Figure 1. Wire density map.
(1 px per um) The die is cut into 36 by 36 equal tiles; dark purple is low, yellow is high, scaled to the fullest tile. Values are wire area over tile area, all layers added.
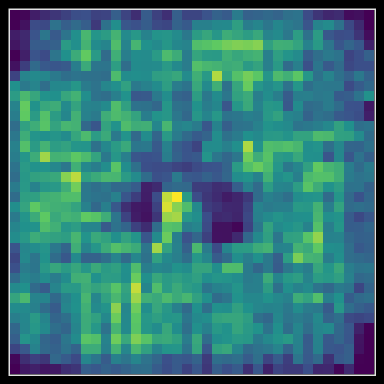
Figure 2. A small window of the routed layout.
Region (157, 230) to (207, 280) um. Cells in gray, sequential cells in the stronger gray; small squares are vias.
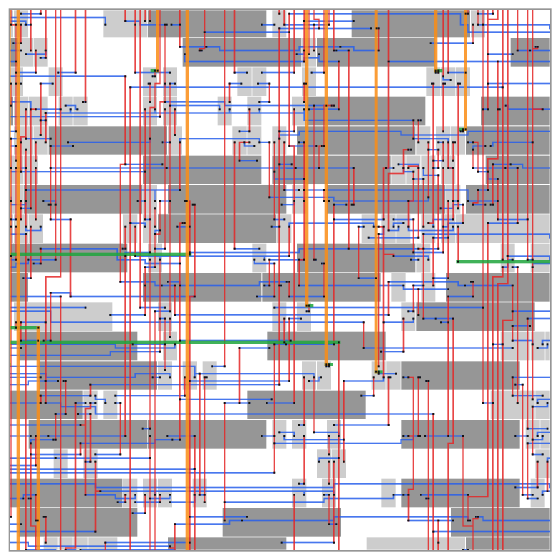
Figure 3. Floorplan with the power grid.
(1 px per um) Pins as bars on the die edge.
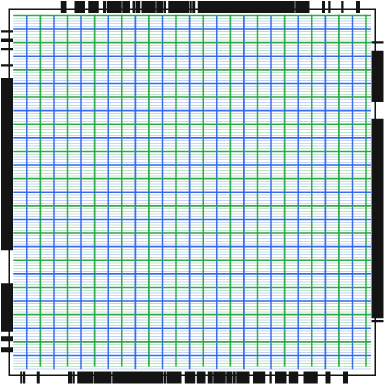
==> config.mk <==
export PLATFORM = sky130hd
export DESIGN_NAME = stream_unzigzag
export DESIGN_NICKNAME = d
export VERILOG_FILES = /design/src/rtl/stream_unzigzag.sv
export SDC_FILE = /design/constraint.sdc
export NUM_CORES = 2
export LEC_CHECK = 0
export ABC_AREA = 1
export CAP_MARGIN = 25
export CORE_MARGIN = 3
export CORE_UTILIZATION = 50
export DETAILED_ROUTE_END_ITERATION = 6
export GPL_TIMING_DRIVEN = 0
export HOLD_SLACK_MARGIN = 0.12
export PLACE_DENSITY_LB_ADDON = 0.1
export SKIP_LAST_GASP = 1
export SYNTH_ARGS = -nofsm -noshare
export SYNTH_HDL_FRONTEND = slang
export SYNTH_SLANG_ARGS = --single-unit
==> constraint.sdc <==
create_clock -name clock -period 3.7 [get_ports clock]
set_input_delay 0.555 -clock clock [delete_from_list [all_inputs] [get_ports clock]]
set_output_delay 0.555 -clock clock [all_outputs]
set_load 0.03 [all_outputs]
==> changes_impl.md <==
### Metrics

* Run status: complete, but fails checks
* Violations in the final reports: DRC
* R2r worst-path depth at 8
* Worst hold path stage count at 1
* Most frequent logic cells in the routed design: nand2_1 (3243), edfxtp_1 (1536), inv_1 (787)
* Net switching power at 0.0223 W
* Time the worst path needs with I/O delays and setup at 3.60 ns
* Post-synthesis cell type with the largest instance count: nand2_1
* Average cell area after synthesis at roughly 10 um^2
* Minimum setup slack among reg-to-reg paths at 0.1 ns
* Path type of the worst setup path: flip-flop to flip-flop
* FF+latch count, synth at 1550
* Design internal power at 0.0348 W
* Setup repair after global routing missed its margin: yes
* Fraction of final layout cells sized beyond drive strength 1 at 0.131
* Number of input and output port buffers inserted at 786
* Cell accounting for the most synthesized area: edfxtp_1
* Std-Cell Rows at 130
* Power per cell area at 712 mW/mm^2
* Post-layout power at 0.0571 W
* Count of pins over their slew limit at 0
* Asr flop ratio synth at 0.00903
* Number of I/O pins at 787
* Slew at the pin closest to its max-slew limit at between 1 and 1.5 ns
* Proportion of total power due to net switching at 0.391
* Maximum clock frequency at 278 MHz
* Clock tree from TritonCTS: built
* Min-Delay Path Class: input port to flip-flop
* Leakage Power at 40.2 nW
* Iteration-0 DRC count of the detailed router at around 4100
* Total iterations of the first detailed-routing run at 7
* Final routed DRC violation total at 1
* Register share after synthesis at 0.723
* Sum of negative setup slack at 0 ns
* Post-Place Setup Slack at -0.556 ns
* Pin count of the biggest net entering global routing at 80
* # clock sinks at 1550
* Part of the total power dissipated in combinational logic at 0.379
* Antenna Nets Post-Route at 0
* Number of standard cells reported by yosys at 6131
* Arrival time of the worst setup path at 4.13 ns
* Net Count, Synth at approximately 6200
* Deepest level of the CTS H-tree at 4
* Final-stage net count at around 7000
* Sequential fraction of design power at 0.355
* Final setup skew at 0.0177 ns
* Global-route wire length before repair at 274000 um
* Main flop type: edfxtp_1
* Critical-path maximum fanout at 10
* Summed instance area of the synthesized netlist at 0.0643 mm^2
* Cell count after synthesis at between 6000 and 7000
* Overflow left after global routing at 0
* Largest register FFs at approximately 1500
* Type of destination of the critical path: flip-flop
* Proportion of netlist area held by the largest area contributor at 0.718
* Chip footprint at 0.133 mm^2
* Via density per instance at 5.03
* Dpl hpwl at 126000 um
* Distinct cells, synth at 31
* Number of global-route vias before repair at 43200
* MI comb area at ~0.014 mm^2
* Synthesized chip area reported by yosys at 0.0643 mm^2
* Yosys synthesis warning count at 0
* Clock Root Buffer: clkbuf_16
* Biggest area cells: edfxtp_1 (72%), nand2_1 (19%), inv_1 (4.6%), buf_2 (0.92%), clkbuf_1 (0.89%)
* Data required time of the worst path at 4.22 ns
* Pre-Place Util at 0.508
* Antenna violations before repair at 7
* Post-layout util at 0.634
* Worst-case clock buffer depth at 3
* # diodes at 0
* Max-Slew Margin vs Limit at 0.137
* Final number of hold-violating endpoints at 0
* Fraction of power consumed by the clock network at 0.266
* Synthesis-to-finish area growth at 24.9%
* Worst-Skew Late Latency at 0.78 ns
* Most used logic cell in the final layout: nand2_1
* Reg clk slew, reported paths at 0.06 ns
* Top post-synthesis cells by count: nand2_1 (3243), edfxtp_1 (1536), inv_1 (790)
* Worst setup slack after layout at just under 0.1 ns
* Final RePlAce weighted congestion at ~0.87
* Post-synth EDFFs at 1536
* Final period util at 0.973
* Total of fill cells in the finished design at 10100
* Max_cap viols at 0
* Storage cell area at 0.0465 mm^2
* Number of setup violations in the final report at 0
* Total clock buffers created by CTS at 157
* Worst hold margin at 0.217 ns
Back to the opening pictures, Figure 1:
densest ninth of the die: middle left
nearly empty tiles: 1.2%
mean over tiles: 0.24
tiles over half the peak: 35%
average detailed-routed wire length per instance: 21.3 um
count of vias placed by the detailed router: 45000
overall global routing resource usage: 0.283
Detailed Route WL: 190000 um

Back to the opening pictures, Figure 2:
| layer | color |
|---|---|
| metal 3 | green |
| metal 4 | orange |
| metal 1 | blue |
| metal 2 | red |
most frequent: nand2_1 (72), edfxtp_1 (37), inv_1 (14)
sequential cells in the window: 37
cells with their middle in the window: 136

Back to the opening pictures, Figure 3:
| net | color |
|---|---|
| VSS | blue |
| VDD | green |
met5 straps: 26
rows: 130
signal pins: 787
Max rail drop VDD: 535 uV
standard cell core area: 0.127 mm^2
chip height: 364 um
Die Span X: 364 um

## cells by family after synthesis
logic type | Yosys count | share of synthesized area
simple gates | 3462 | 0.206
flops | 1550 | 0.723
buf+inv | 1078 | 0.0656
compound gates | 23 | 0.00197
fa+ha+maj | 16 | 0.00312
xor+xnor | 2 | 0.000273
## power groups by stage
| stage | logic [W] | registers (W) | clock network, W |
|---|---|---|---|
| after global routing | 0.0235 | 0.0203 | 0.0161 |
| after CTS | 0.0216 | 0.0203 | 0.0153 |
| after floorplan | 0.0124 | 0.0206 | 0 |
| after global placement | 0.0211 | 0.0208 | 0 |
| final | 0.0217 | 0.0203 | 0.0152 |
| after detailed placement | 0.0214 | 0.0207 | 0 |
## metal layers
layer	up-vias	track usage	wire length, um
li1	21300	-	-
met2	1902	0.472	92800
met1	21500	0.374	75100
met4	2	0.117	7530
met5	-	0	20
met3	337	0.0422	14600
## final cells by class
type / instances / area share
buffer: 280 / 0.0191
multi-input combinational: 3503 / 0.175
tap: 1650 / 0.0257
timing repair buffer: 875 / 0.103
clock inverter: 80 / 0.00761
clock buffer: 198 / 0.0532
sequential: 1550 / 0.579
inverter: 796 / 0.0373
## repair_timing
action | CTS | global route
hold buffers | 1 | 0
pin swaps | 5 | 1
endpoints found under the hold margin | 1 | 0
gates resized | 994 | 578
setup buffers | 23 | 3
endpoints found under the setup margin | 2118 | 1814
## per-stage QoR
step                      cells  cell area [um^2]
after detailed placement   8616             74900
final                      8932             80300
after global routing       8932             80300
after floorplan            6131             64300
after global placement     8567             74200
after CTS                  8917             80200
## critical path: stages, from the launching register on
cell and delay [ns]:
dfrtp_1 0.44, nand2_1 0.28, nor2_1 0.12, inv_1 0.09
clkbuf_1 0.64, buf_8 0.23, clkbuf_1 0.93, nor2_1 0.33
buf_4 0.29
Power figures rest on the tool's default switching activity, not on a simulated workload.
